### The metal 1 layer

Scale bar: 20 um.
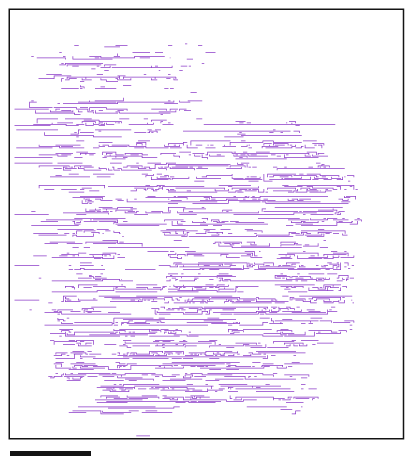
### Track usage over the die

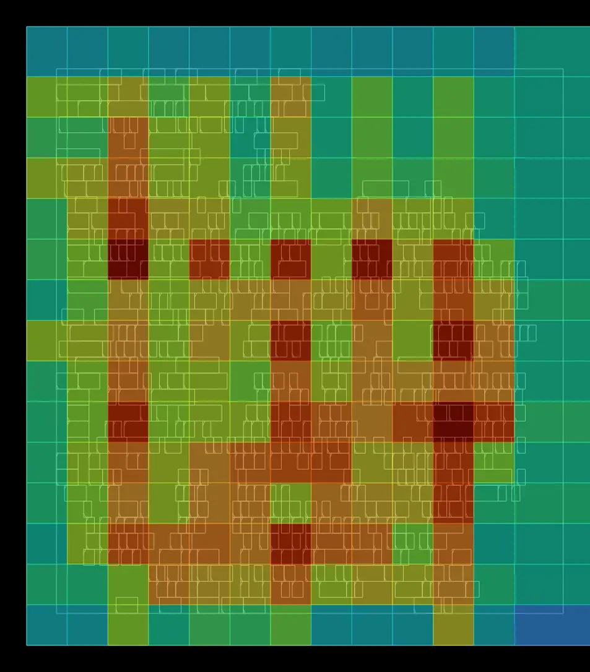
### Met4 routing

Scale bar: 20 um.
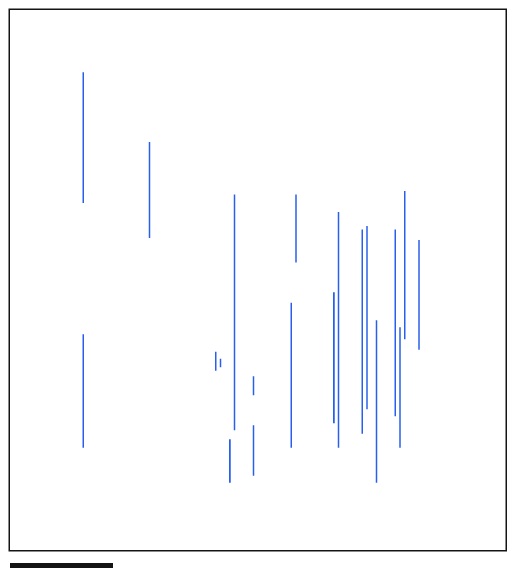
### M2 wires

Scale bar: 20 um.
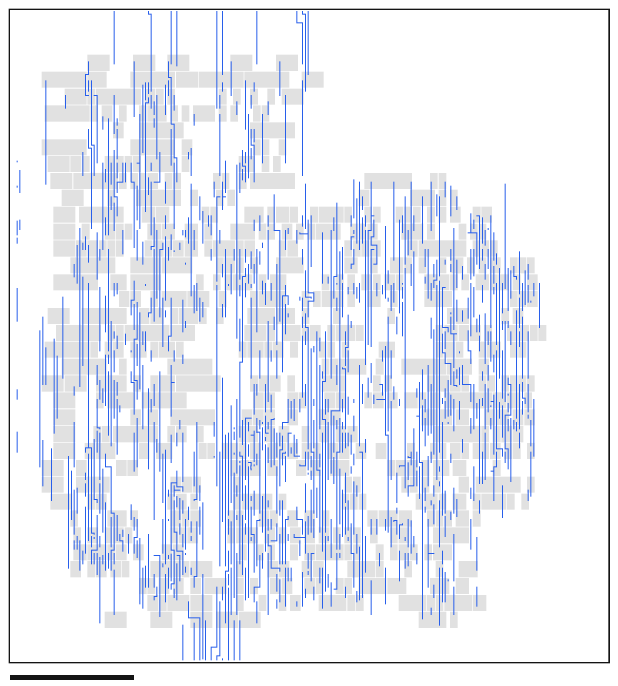
Design onehot_rr_arbiter, sky130hd; sources not shown.
==> results.txt <==
yosys + openroad results -> top cells by area=nand2_1, dfxtp_1, nand3_1, ys cells=567, final core utilization=a little under half, WS Path Type=reg2reg, outcome=completed, count of library flops with an enable pin=0, Max Clock Freq=0.223 GHz, Synth async-reset ratio=0%, Data required, critical path=6.20 ns, Synth top cell by count=nand2_1, Hold Crit Depth=2, part of the cycle the worst path needs=74.6%, top cells by count=nand2_1, nand3_1, nor2_1, inv_1, dfxtp_1, Core Density at Floorplan=41.3%, share of layout cells above drive strength 1=a little under an eighth, Hold Slack=0.472 ns, Ports=37, CTS Hold Bufs=0, Final Setup Violations=0, R2R Setup Slk=1.52 ns, chip area in the Yosys report=roughly 3300 um^2, unrepaired setup endpoints after global routing=no, Critical Path Sink Type=register, Die ar.=10100 um^2, Tmin final=approximately 4.5 ns, CTS resizes=0, worst vdd ir=0.262 mV, drt pass-1 iters=5, grt ovf=0, Clock Skew=0.00449 ns, DP HPWL=8120 um, die width=between 90 and 100 um, CP Cell Sequence=inv_1 -> ha_1 -> inv_1 -> nand3_1 -> nand3_1 -> nand2_1 -> nor2_1 -> a31oi_2 -> inv_1 -> nand4_2 -> nor2_2 -> nand2_1 -> nand3_1 -> nand2_1 -> nand2_1 -> o21ai_1 -> nand3_2 -> a21oi_2 -> nand2_1 -> a21oi_2, CP startpoint kind=register, stages on the worst setup path=20, Top cell by count, worst path=nand2_1, clock root buffer=clkbuf_8
Notes on 'The metal 1 layer' above:
main direction: horizontal
longest straight run: 35.0 um
share of all routed wire: 47%
Vias: 3750
Routed WL: 10200 um

Notes on 'Track usage over the die' above:
GRT Overall Usage: 21.1%
GR Util met2: 32.2%
met1 Usage GRT: 29.9%
met3 Use GR: 2.16%

Notes on 'Met4 routing' above:
wire length on this layer: 463 um
longest straight run: 45.6 um
nets with wire on the layer: 18

Notes on 'M2 wires' above:
main direction: vertical
longest straight run: 35.4 um
wire length on this layer: 4490 um
share of all routed wire: 44%
nets with wire on the layer: 496

==> per-layer routing <==
metal	vias up	part of all wire (%)
li1	1901	-
met4	0	4.5
met5	-	0
met3	41	4.4
met2	131	44
met1	1677	47
==> per-stage QoR <==
stage | std cells | power [uW] | setup slack (ns) | area (um^2)
2_1_floorplan | 567 | 779 | 2.61 | 3290
3_3_place_gp | 697 | 956 | 1.67 | 3690
3_5_place_dp | 697 | 958 | 1.61 | 3690
4_1_cts | 701 | 1070 | 1.57 | 3740
5_1_grt | 701 | 1180 | 1.11 | 3740
6_report | 701 | 1080 | 1.52 | 3740
==> where the power goes <==
part           switching, uW  leakage (uW)  internal (uW)
combinational            510       0.00153            227
clock                   55.2     0.0000288           58.7
sequential              33.2      0.000212            195
==> cells in the final DEF (no fill, tap or decap), types with 3 or more instances in the layout <==
cell	netlist	layout
nand3_2	4	4
nor2_2	6	6
o21ai_0	18	18
dfxtp_1	26	26
ha_1	9	9
clkbuf_8	0	4
nor2_4	4	4
nand3_1	104	104
nand2_4	4	4
xor2_1	9	9
nand2_2	11	11
nand4_4	4	4
clkdlybuf4s50_1	0	36
a21oi_2	5	5
nand4_1	13	13
nor2_1	70	70
nand2_1	159	159
nand4_2	3	3
a21oi_1	17	17
inv_2	14	14
inv_1	49	49
==> cell type report <==
type | instances | area (um^2)
timing repair buffer | 38 | 375
inverter | 66 | 249
sequential | 26 | 520
multi-input combinational | 459 | 2410
clock buffer | 4 | 55.1
tap | 108 | 135
fill | 869 | 4210
==> cell families after synthesis <==
group / count (synthesis) / synth area share [%]
compound gates: 54 / 9.82
xor+xnor: 11 / 3.16
fa+ha+maj: 9 / 3.43
buf+inv: 82 / 10.8
flops: 26 / 15.8
simple gates: 385 / 56.9
No activity file was given, so power comes from the tool's default toggle rates.
